File: src/rtl/isr_priority_sequencer.sv
// Priority resolver and INTA sequencer for an 8-level interrupt controller:
// rotating fully nested priority, two-pulse acknowledge, AEOI and EOI handling.
module isr_priority_sequencer #(
    parameter int VEC_BASE_W = 5
) (
    input  logic                  clk,
    input  logic                  rst_n,
    input  logic [7:0]            irr,
    input  logic                  inta_n,
    input  logic                  aeoi,
    input  logic                  rotate_on_aeoi,
    input  logic                  eoi_valid,
    input  logic                  eoi_specific,
    input  logic                  eoi_rotate,
    input  logic [2:0]            eoi_level,
    input  logic [VEC_BASE_W-1:0] vector_base,
    output logic                  int_out,
    output logic [7:0]            vector_out,
    output logic                  vector_valid,
    output logic [7:0]            isr,
    output logic [7:0]            clear_irr
);

    typedef enum logic [1:0] {
        ST_IDLE,
        ST_PEND,
        ST_ACK1
    } state_t;

    state_t     state_q, state_d;
    logic [7:0] isr_q, isr_d;
    logic [2:0] lowest_prio_q, lowest_prio_d;
    logic       inta_n_q, inta_n_d;
    logic       int_out_q, int_out_d;
    logic [2:0] winner_q, winner_d;
    logic       spurious_q, spurious_d;
    logic [7:0] vector_out_q, vector_out_d;
    logic       vector_valid_q, vector_valid_d;
    logic [7:0] clear_irr_q, clear_irr_d;

    // Rotate so that bit 0 is the highest-priority level (lowest_prio + 1).
    function automatic logic [7:0] rotr(input logic [7:0] v, input logic [2:0] sh);
        return 8'(({v, v}) >> sh);
    endfunction

    // Index of the lowest set bit, 8 when the vector is empty.
    function automatic logic [3:0] first_set(input logic [7:0] v);
        logic [3:0] r;
        r = 4'd8;
        for (int i = 7; i >= 0; i--) begin
            if (v[i]) r = 4'(i);
        end
        return r;
    endfunction

    logic [2:0] base;
    logic [3:0] irr_rank;
    logic [3:0] isr_rank;
    logic       elig_found;
    logic [2:0] elig_level;
    logic [2:0] isr_top_level;
    logic       inta_fall;

    // NOTE: always_comb uses blocking '=' and assigns every output first so no latch is inferred.
    always_comb begin
        base          = lowest_prio_q + 3'd1;
        irr_rank      = first_set(rotr(irr, base));
        isr_rank      = first_set(rotr(isr_q, base));
        elig_found    = (irr_rank < isr_rank);
        elig_level    = base + irr_rank[2:0];
        isr_top_level = base + isr_rank[2:0];
        inta_fall     = inta_n_q & ~inta_n;
    end

    logic       eoi_exec;
    logic [2:0] eoi_sel;
    logic [7:0] eoi_clr_mask;

    always_comb begin
        eoi_sel      = eoi_specific ? eoi_level : isr_top_level;
        eoi_exec     = eoi_valid & (eoi_specific ? isr_q[eoi_level] : (isr_q != 8'd0));
        eoi_clr_mask = eoi_exec ? (8'd1 << eoi_sel) : 8'd0;
    end

    logic [7:0] isr_set_mask;
    logic [7:0] aeoi_clr_mask;
    logic       aeoi_rot;

    always_comb begin
        state_d        = state_q;
        int_out_d      = int_out_q;
        winner_d       = winner_q;
        spurious_d     = spurious_q;
        vector_out_d   = vector_out_q;
        vector_valid_d = 1'b0;
        clear_irr_d    = 8'd0;
        isr_set_mask   = 8'd0;
        aeoi_clr_mask  = 8'd0;
        aeoi_rot       = 1'b0;

        unique case (state_q)
            ST_IDLE: begin
                int_out_d = elig_found;
                if (elig_found) state_d = ST_PEND;
            end
            ST_PEND: begin
                // int_out is held even if the request is withdrawn before acknowledge.
                if (inta_fall) begin
                    int_out_d = 1'b0;
                    state_d   = ST_ACK1;
                    if (elig_found) begin
                        winner_d     = elig_level;
                        spurious_d   = 1'b0;
                        isr_set_mask = 8'd1 << elig_level;
                        clear_irr_d  = 8'd1 << elig_level;
                    end else begin
                        winner_d   = 3'd7;
                        spurious_d = 1'b1;
                    end
                end
            end
            ST_ACK1: begin
                int_out_d = 1'b0;
                if (inta_fall) begin
                    vector_valid_d = 1'b1;
                    vector_out_d   = 8'({vector_base, winner_q});
                    state_d        = ST_IDLE;
                    if (aeoi && !spurious_q) begin
                        aeoi_clr_mask = 8'd1 << winner_q;
                        aeoi_rot      = rotate_on_aeoi;
                    end
                end
            end
            default: begin
                state_d   = ST_IDLE;
                int_out_d = 1'b0;
            end
        endcase
    end

    // Clears are applied before the acknowledge set, so a set on the same bit wins.
    always_comb begin
        isr_d = (isr_q & ~eoi_clr_mask & ~aeoi_clr_mask) | isr_set_mask;
        if (eoi_exec && eoi_rotate) begin
            lowest_prio_d = eoi_sel;
        end else if (aeoi_rot) begin
            lowest_prio_d = winner_q;
        end else begin
            lowest_prio_d = lowest_prio_q;
        end
        inta_n_d = inta_n;
    end

    // NOTE: sequential state uses non-blocking '<=' so all flops update from pre-edge values.
    always_ff @(posedge clk) begin
        if (!rst_n) begin
            state_q        <= ST_IDLE;
            isr_q          <= 8'd0;
            lowest_prio_q  <= 3'd7;
            inta_n_q       <= 1'b1;
            int_out_q      <= 1'b0;
            winner_q       <= 3'd0;
            spurious_q     <= 1'b0;
            vector_out_q   <= 8'd0;
            vector_valid_q <= 1'b0;
            clear_irr_q    <= 8'd0;
        end else begin
            state_q        <= state_d;
            isr_q          <= isr_d;
            lowest_prio_q  <= lowest_prio_d;
            inta_n_q       <= inta_n_d;
            int_out_q      <= int_out_d;
            winner_q       <= winner_d;
            spurious_q     <= spurious_d;
            vector_out_q   <= vector_out_d;
            vector_valid_q <= vector_valid_d;
            clear_irr_q    <= clear_irr_d;
        end
    end

    assign int_out      = int_out_q;
    assign vector_out   = vector_out_q;
    assign vector_valid = vector_valid_q;
    assign isr          = isr_q;
    assign clear_irr    = clear_irr_q;

endmodule

File: config.mk
export PLATFORM = sky130hd
export DESIGN_NAME = isr_priority_sequencer
export DESIGN_NICKNAME = d
export VERILOG_FILES = /design/src/rtl/isr_priority_sequencer.sv
export SDC_FILE = /design/constraint.sdc
export NUM_CORES = 1
export LEC_CHECK = 0
export CAP_MARGIN = 20
export CORE_ASPECT_RATIO = 2
export CORE_MARGIN = 5
export CORE_UTILIZATION = 30
export CTS_CLUSTER_SIZE = 24
export DETAILED_ROUTE_END_ITERATION = 6
export SLEW_MARGIN = 20
export SYNTH_ARGS = -nofsm -noshare
export SYNTH_HDL_FRONTEND = slang
export SYNTH_SLANG_ARGS = --single-unit
File: constraint.sdc
create_clock -name clk -period 5.3 [get_ports clk]
set_clock_uncertainty 0.2 [all_clocks]
set_input_delay 0.53 -clock clk [delete_from_list [all_inputs] [get_ports clk]]
set_output_delay 0.53 -clock clk [all_outputs]
set_load 0.005 [all_outputs]
Figure 1. M4 wires (run 1).
Scale: 3 px per um.
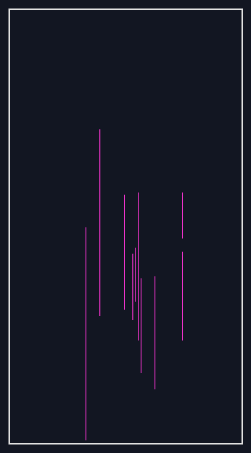
- wire length on this layer: 372 um
- share of all routed wire: 4.5%
final WL: 8214 um
vias: 2579

Figure 2. Cell area per tile (run 1).
Scale: 2 px per um. 8 x 14 tiles, from white (low) to dark blue (high), 0 to 100% covered.
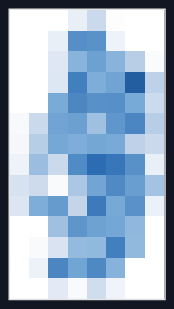
- tiles over 75% full: 1.8%
- mean over tiles: 29%
- densest ninth of the die: center
- nearly empty tiles: 25%
- emptiest ninth of the die: north-west
initial core utilization: 30.44%
core box area: 8890 um^2
post-layout util: 38.24%

==> reports/qor.txt, run 1 <==
Post-synth area hogs: dfxtp_1, mux4_2, nand2_1
# clock sinks: 36
Met2 wire length: 4742 um
Yosys warning total: 0
Top-count cell post-synth: nand2_1
Worst-path clk slew: 0.06 ns
Nets@finish: 382
Row cnt: 49
WL/cell: 18.13 um
Port Buffer Count: 49
Final setup violating endpoints: 0
Post-DP HPWL: 6460 um
Max-slew violations: 0
Latency at later pin: 0.28 ns
Fillers: 909
Dominant cell area share: 26.63%
Layout cell share with drive strength beyond 1: 12.54%
M1 wire length: 2769 um
Status: finished, final reports clean
Longest Clk Path Bufs: 2
Seq share, synth: 26.63%
Async SR Flop Fraction: 0%
Antenna fix cells: 0
Tot Pwr: 1.044 mW
Vias/cell: 5.693
Log Warnings: 26
Initial antenna violation count: 0
Post-CTS Hold Buffers: 0
Clock buffer count from CTS: 5
Final Wtd Congestion: 0.9019
Synth cell count leaders: nand2_1, dfxtp_1, a21oi_1
Drt drc: 0
Slew HR: 42.71%
Vias in the first global route: 2624
Worst-path fanout max: 17
Critical Path AT: 4.75 ns
Final Cycle Share: 89.44%
Tightest Pin Transition: 0.8594 ns
Syn Inst Count: 307
Met3 WL: 330 um
Remaining Overflow, GRT: 0
Pleak: 1.262 nW
Max Fclk: 210.9 MHz
Root buf cell: clkbuf_16
Hold Path Class: flip-flop to flip-flop
DRT iter0 DRCs: 103
Yosys cell types: 62
Figure 3. PDN straps and rails (run 1).
Scale: 4 px per um. Pins as bars on the die edge.
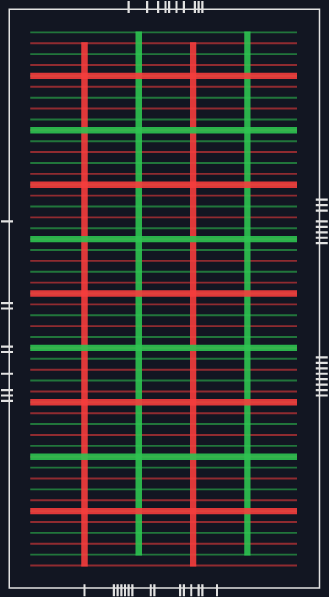
- VSS: red
- VDD: green
- signal pins: 50
- met4 straps: 4
Die X: 77.16 um
height of the die: 144.3 um
Max VDD drop: 0.0001493 V

## run 1: per-layer routing
layer  track usage [%]  vias up
li1                  -     1245
met1             13.25     1230
met2             30.18       81
met3             1.683       23
met4             8.967        0
met5                 0        -
## run 1: metrics by stage
stage | utilization, % | cell area (um^2) | hold slack [ns] | setup WS (ns) | std cells
after global routing | 38.24 | 3400 | 0.2838 | 0.2412 | 453
after detailed placement | 36.62 | 3256 | 0.2628 | 0.5806 | 445
after CTS | 38.24 | 3400 | 0.2693 | 0.5536 | 453
final | 38.24 | 3400 | 0.2599 | 0.5594 | 453
after floorplan | - | 2706 | 0.2454 | 1.131 | 307
after global placement | 36.62 | 3256 | 0.2572 | 0.6922 | 445
## run 1: final timing paths
path	to	slack (ns)	start
min reg2reg	vector_out[7]	0.26	vector_out[7]
min	vector_out[7]	0.26	vector_out[7]
max reg2reg	isr[2]	0.56	lowest_prio_q[0]
max	isr[2]	0.56	lowest_prio_q[0]
## run 1: layout make-up
cell class | count | area (um^2) | share of cell area (%)
Clock inverter | 3 | 18.77 | 0.5521
Timing Repair Buffer | 51 | 500.5 | 14.72
Multi-Input combinational cell | 245 | 1866 | 54.88
Tap cell | 102 | 127.6 | 3.754
Sequential cell | 36 | 720.7 | 21.20
Inverter | 11 | 41.29 | 1.215
Clock buffer | 5 | 125.1 | 3.681
## run 1: power breakdown
group	total (mW)	switching [mW]	internal [mW]
Clock	0.291	0.118	0.173
Sequential	0.330	0.0340	0.296
Combinational	0.424	0.240	0.184
## run 1: critical path, stage by stage, from the launching register on
cell      delay [ns]
dfxtp_1         0.31
ha_1            0.75
mux4_2          0.63
or4_4           0.58
nor3_1          0.16
nand2b_1        0.13
ha_1            0.24
a21o_1          0.18
a21oi_1         0.31
nand2_1         0.16
or4b_2          0.70
nand2b_1        0.19
o21ai_1         0.13
## run 1: flip-flops by register name, indices dropped and copies added (netlist names)
| name | count |
|---|---|
| clear_irr | 8 |
| isr | 8 |
| vector_out | 8 |
| lowest_prio_q | 3 |
| winner_q | 3 |
| state_q | 2 |
| int_out | 1 |
| inta_n_q | 1 |
| spurious_q | 1 |
| vector_valid | 1 |
## run 1: cells by family (layout without fill, tap and decap cells)
family          count (synthesis)  after routing  share of synthesized area, %
compound gates                 86             86                         22.38
xor+xnor                        4              4                         1.572
fa+ha+maj                      10             10                         5.085
buf+inv                        26             70                         4.623
flops                          36             36                         26.63
mux                            31             31                         17.75
simple gates                  114            114                         21.96
## run 1: cell usage in the layout (no fill, tap or decap), drive strengths merged, types with 4 or more instances in the layout
cell and n:
mux2i 9, a21boi 8, and2 4, nor3 8
nand3 7, mux4 12, nand2b 7, o21ai 10
a21oi 17, ha 6, o211ai 15, clkdlybuf4s50 48
nor2b 9, dfxtp 36, inv 11, nor3b 4
mux2 10, nor2 14, nand2 45, clkbuf 5
o31ai 11
Figure 4. Clock network drawn from the DEF (run 1).
Scale: 4 px per um.
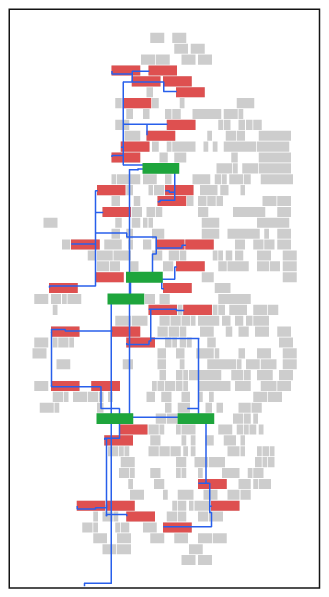

--- run 2 (diff from run 1) ---
--- a/config.mk
+++ b/config.mk
@@ -7,7 +7,6 @@
 export LEC_CHECK = 0
 export CAP_MARGIN = 20
 export CORE_ASPECT_RATIO = 2
-export CORE_MARGIN = 5
 export CORE_UTILIZATION = 30
 export CTS_CLUSTER_SIZE = 24
 export DETAILED_ROUTE_END_ITERATION = 6
Figure 5. Clock network drawn from the DEF (run 2).
Scale: 6 px per um.
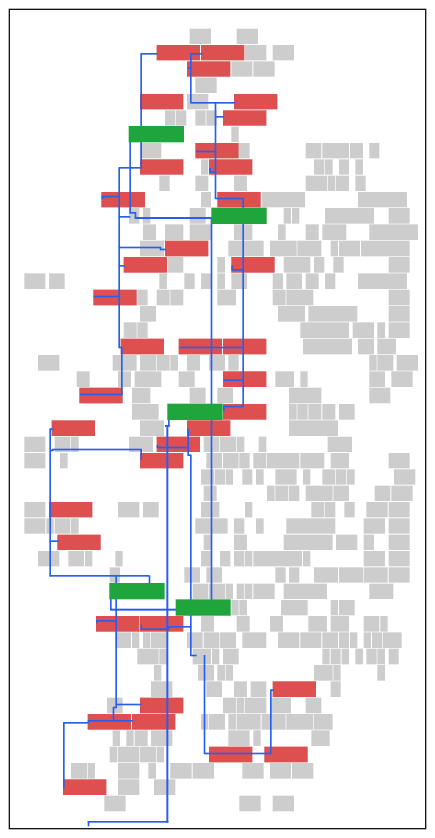
- cells driving clock nets: green (count 5)
- clock wires: blue (length 608 um)
- flip-flops: red (count 36)
- routed clock nets: 6
Latency at later pin: 0.28 ns
clock network power: 292 uW
clock share of power: 28.0%

Figure 6. Track usage over the die (run 2).
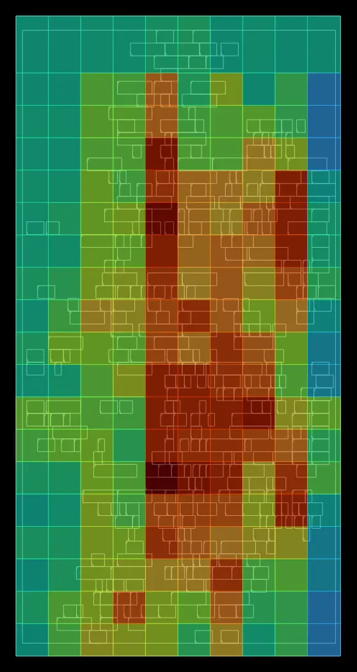
grt peak-use layer: met2
met3 Resource Use GR: 2.001%
post-layout util: 39.15%
gr usage total: 17.75%

==> run 2 against run 1 <==
Compared with the run above: register-to-register slack about the same; critical endpoint unchanged; die area fell by 15%; clock power about the same; first-iteration DRC count is 0.97% higher.
==> reports/qor.txt, run 2 <==
Clock buffer count from CTS: 5
Vias: 2575
Slew HR: 46.47%
Post-DP HPWL: 6200 um
R2R Setup Slk: 0.57 ns
Most instantiated logic cells after routing: clkdlybuf4s50_1, nand2_1, dfxtp_1, a21oi_1, o211ai_1
Tot Pwr: 1.043 mW
Hold EP: int_out
# clock sinks: 36
Yosys cell types: 62
Core box area: 8708 um^2
Max Fclk: 211.4 MHz
Port Buffer Count: 49
WL/cell: 17.61 um
Fillers: 907
Critical Path AT: 4.75 ns
Mux contribution to synthesized area: 17.75%
Largest family of logic cells by area: AND-OR/OR-AND gates
Initial antenna violation count: 0
Remaining Overflow, GRT: 0
Post-CTS Hold Buffers: 0
Hold Path Class: flip-flop to flip-flop
Vias/cell: 5.697
Yosys xor share: 1.572%
CP max stage cell: ha_1
Design area: 3410 um^2
R2R Path End: isr[2]
Hold_sp: int_out
Crit-path cells: ha_1 > mux4_2 > or4_4 > nor3_1 > nand2b_1 > ha_1 > a21o_1 > a21oi_1 > nand2_1 > or4b_2 > nand2b_1 > o21ai_1
Net Switching: 390.3 uW
Final WL: 7959 um
Antenna fix cells: 0
Worst-path fanout max: 17
Sequential share of power: 31.6%
Status: finished, final reports clean
And+or+nand+nor area frac: 21.96%
Height of the die: 136.3 um
Layout cell share with drive strength beyond 1: 12.50%
Final Wtd Congestion: 0.8885
PnR worst setup slack: 0.5705 ns
Final hold slack: 0.2606 ns
run 2: kinds of logic after synthesis:
group	after synthesis
AND-OR/OR-AND	86
XOR/XNOR	4
adder cells (fa/ha/maj)	10
buffers and inverters	26
flip-flops	36
multiplexers	31
AND/OR/NAND/NOR	114
run 2: power groups by stage:
stage / logic (mW) / registers [mW] / clock network, mW
floorplan: 0.311 / 0.324 / 0
global placement: 0.417 / 0.334 / 0
detailed placement: 0.421 / 0.335 / 0
CTS: 0.423 / 0.329 / 0.303
global route: 0.467 / 0.333 / 0.311
finish: 0.421 / 0.330 / 0.292
run 2: layer usage:
layer | vias up | part of all wire (%) | track usage, % | wire length (um)
met5 | - | 0 | 0 | 0
met4 | 0 | 5.3 | 14.29 | 424
met3 | 22 | 2.7 | 2.001 | 211
met2 | 78 | 59 | 34.47 | 4668
met1 | 1235 | 33 | 16.14 | 2654
li1 | 1240 | - | - | -
run 2: worst max-delay path by stage:
stage	startpoint	endpoint	slack [ns]
floorplan	lowest_prio_q[0]	isr[2]	1.13
global placement	lowest_prio_q[0]	isr[2]	0.67
detailed placement	lowest_prio_q[0]	isr[2]	0.57
CTS	lowest_prio_q[0]	isr[2]	0.54
global route	lowest_prio_q[0]	isr[2]	0.18
finish	lowest_prio_q[0]	isr[2]	0.57
run 2: cell type report:
class / count / area (um^2) / area share (%)
Multi-Input combinational cell: 245 / 1866 / 54.72
Inverter: 11 / 41.29 / 1.211
Clock buffer: 5 / 125.1 / 3.670
Clock inverter: 3 / 18.77 / 0.5505
Tap cell: 100 / 125.1 / 3.670
Timing Repair Buffer: 52 / 513.0 / 15.05
Sequential cell: 36 / 720.7 / 21.14
run 2: critical path, delay by kind of cell, from the launching register on:
kind            cells  cell delay, ns
fa+ha+maj           2            1.01
mux                 1            0.62
flops               1            0.31
simple gates        6            1.88
compound gates      3            0.61
--- run 3 (diff from run 2) ---
--- a/config.mk
+++ b/config.mk
@@ -8,6 +8,7 @@
 export CAP_MARGIN = 20
 export CORE_ASPECT_RATIO = 2
 export CORE_UTILIZATION = 30
+export CTS_CLUSTER_DIAMETER = 80
 export CTS_CLUSTER_SIZE = 24
 export DETAILED_ROUTE_END_ITERATION = 6
 export SLEW_MARGIN = 20
Figure 7. M4 wires (run 3).
Scale: 4 px per um.
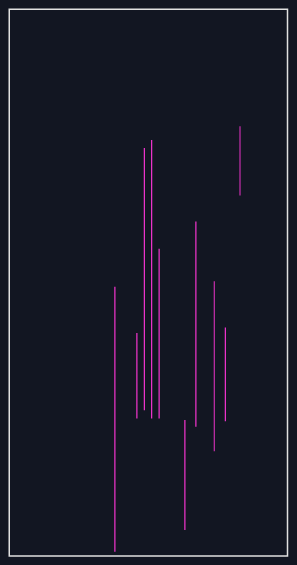
- share of all routed wire: 5.3%
- longest straight run: 69.4 um
- main direction: vertical
- wire length on this layer: 424 um
- nets with wire on the layer: 10
vias: 2575
final WL: 7959 um

==> run 3 against run 2 <==
Compared with the run above: count of clock-buffer cells in the layout did not move; hold slack unchanged; utilization stayed put; register-to-register slack barely moved; design area is the same; maximum frequency did not move; sequential power about the same; global-route usage is the same; sequential share of layout area is the same; via count did not move; clock power hardly changed; setup slack is the same.
==> reports/qor.txt, run 3 <==
Status: finished, final reports clean
Layout cell share with drive strength beyond 1: 12.50%
Pleak: 1.266 nW
Syn Inst Count: 307
Latency at later pin: 0.28 ns
Hold Path Class: flip-flop to flip-flop
Height of the die: 136.3 um
Vias in the first global route: 2657
Critical Path AT: 4.75 ns
Drt drc: 0
Final setup violating endpoints: 0
Cell Area, Placed: 3261 um^2
DRT iter0 DRCs: 104
Max Fclk: 211.4 MHz
Dominant cell area share: 26.63%
Slew HR: 46.47%
Nets@finish: 383
Post-synth area hogs: dfxtp_1, mux4_2, nand2_1
Yosys warning total: 0
Synth cell count leaders: nand2_1, dfxtp_1, a21oi_1
Core box area: 8708 um^2
Multi-input gate area: 1866 um^2
# clock sinks: 36
Row cnt: 48
Final Cycle Share: 89.24%
Final Wtd Congestion: 0.8885
Die X: 69.16 um
Remaining Overflow, GRT: 0
Antenna fix cells: 0
Longest Clk Path Bufs: 2
Async SR Flop Fraction: 0%
Seq share, synth: 26.63%
Design area: 3410 um^2
Fillers: 907
Post-DP HPWL: 6200 um
Top cell excl fill/tap: clkdlybuf4s50_1
Log Warnings: 26
Reg area: 720.7 um^2
Post-CTS Hold Buffers: 0
Clock buffer count from CTS: 5
Max-slew violations: 0
Max VDD drop: 0.0001710 V
Most instantiated logic cells after routing: clkdlybuf4s50_1, nand2_1, dfxtp_1, a21oi_1, o211ai_1
Max stage delay on crit path: 0.77 ns
Worst-path clk slew: 0.06 ns
Yosys cell types: 62
Figure 8. Track usage over the die (run 3).
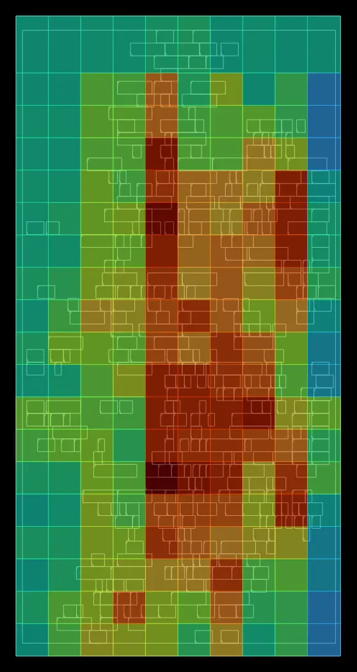
met1 Usage GRT: 16.14%
GR Layer Usage met2: 34.47%
WL/cell: 17.61 um

-- run 3: cell families after synthesis --
| logic type | count (synthesis) | share of synthesized area [%] |
|---|---|---|
| AND/OR/NAND/NOR | 114 | 21.96 |
| flip-flops | 36 | 26.63 |
| buffers and inverters | 26 | 4.623 |
| XOR/XNOR | 4 | 1.572 |
| multiplexers | 31 | 17.75 |
| AND-OR/OR-AND | 86 | 22.38 |
| adder cells (fa/ha/maj) | 10 | 5.085 |
-- run 3: metal layers --
layer  routed length (um)  track usage [%]  up-vias
met5                    0                0        -
met4                  424            14.29        0
met3                  211            2.001       22
met2                 4668            34.47       78
met1                 2654            16.14     1235
li1                     -                -     1240
-- run 3: final cells by class --
| class | instances | share of cell area [%] |
|---|---|---|
| well taps | 100 | 3.670 |
| inverters | 11 | 1.211 |
| repair buffers | 52 | 15.05 |
| clock inverters | 3 | 0.5505 |
| clock buffers | 5 | 3.670 |
| flip-flops and latches | 36 | 21.14 |
| multi-input cells | 245 | 54.72 |
-- run 3: path summary, 6_finish.rpt --
path	startpoint	endpoint	slack (ns)	cells past startpoint
worst max register to register	lowest_prio_q[0]	isr[2]	0.57	12
worst min register to register	int_out	int_out	0.26	2
worst min-delay path	int_out	int_out	0.26	2
worst max-delay path	lowest_prio_q[0]	isr[2]	0.57	12
-- run 3: critical path, delay by kind of cell, from the launching register on --
kind / cells / cell delay [ns]
AND/OR/NAND/NOR: 6 / 1.88
adder cells (fa/ha/maj): 2 / 1.01
multiplexers: 1 / 0.62
AND-OR/OR-AND: 3 / 0.61
flip-flops: 1 / 0.31
-- run 3: where the power goes --
| group | leakage (nW) | internal [mW] | switching (mW) |
|---|---|---|---|
| sequential | 0.292 | 0.296 | 0.0336 |
| clock | 0.0736 | 0.173 | 0.119 |
| combinational | 0.901 | 0.184 | 0.238 |
| total | 1.27 | 0.653 | 0.390 |
-- run 3: metrics by stage --
step	hold slack (ns)	instances	utilization (%)	setup WS [ns]
2_1_floorplan	0.2454	307	-	1.131
6_report	0.2606	452	39.15	0.5705
3_5_place_dp	0.2588	444	37.44	0.5671
5_1_grt	0.2851	452	39.15	0.1781
3_3_place_gp	0.2512	444	37.44	0.6729
4_1_cts	0.2674	452	39.09	0.5450
No activity file was given, so power comes from the tool's default toggle rates.
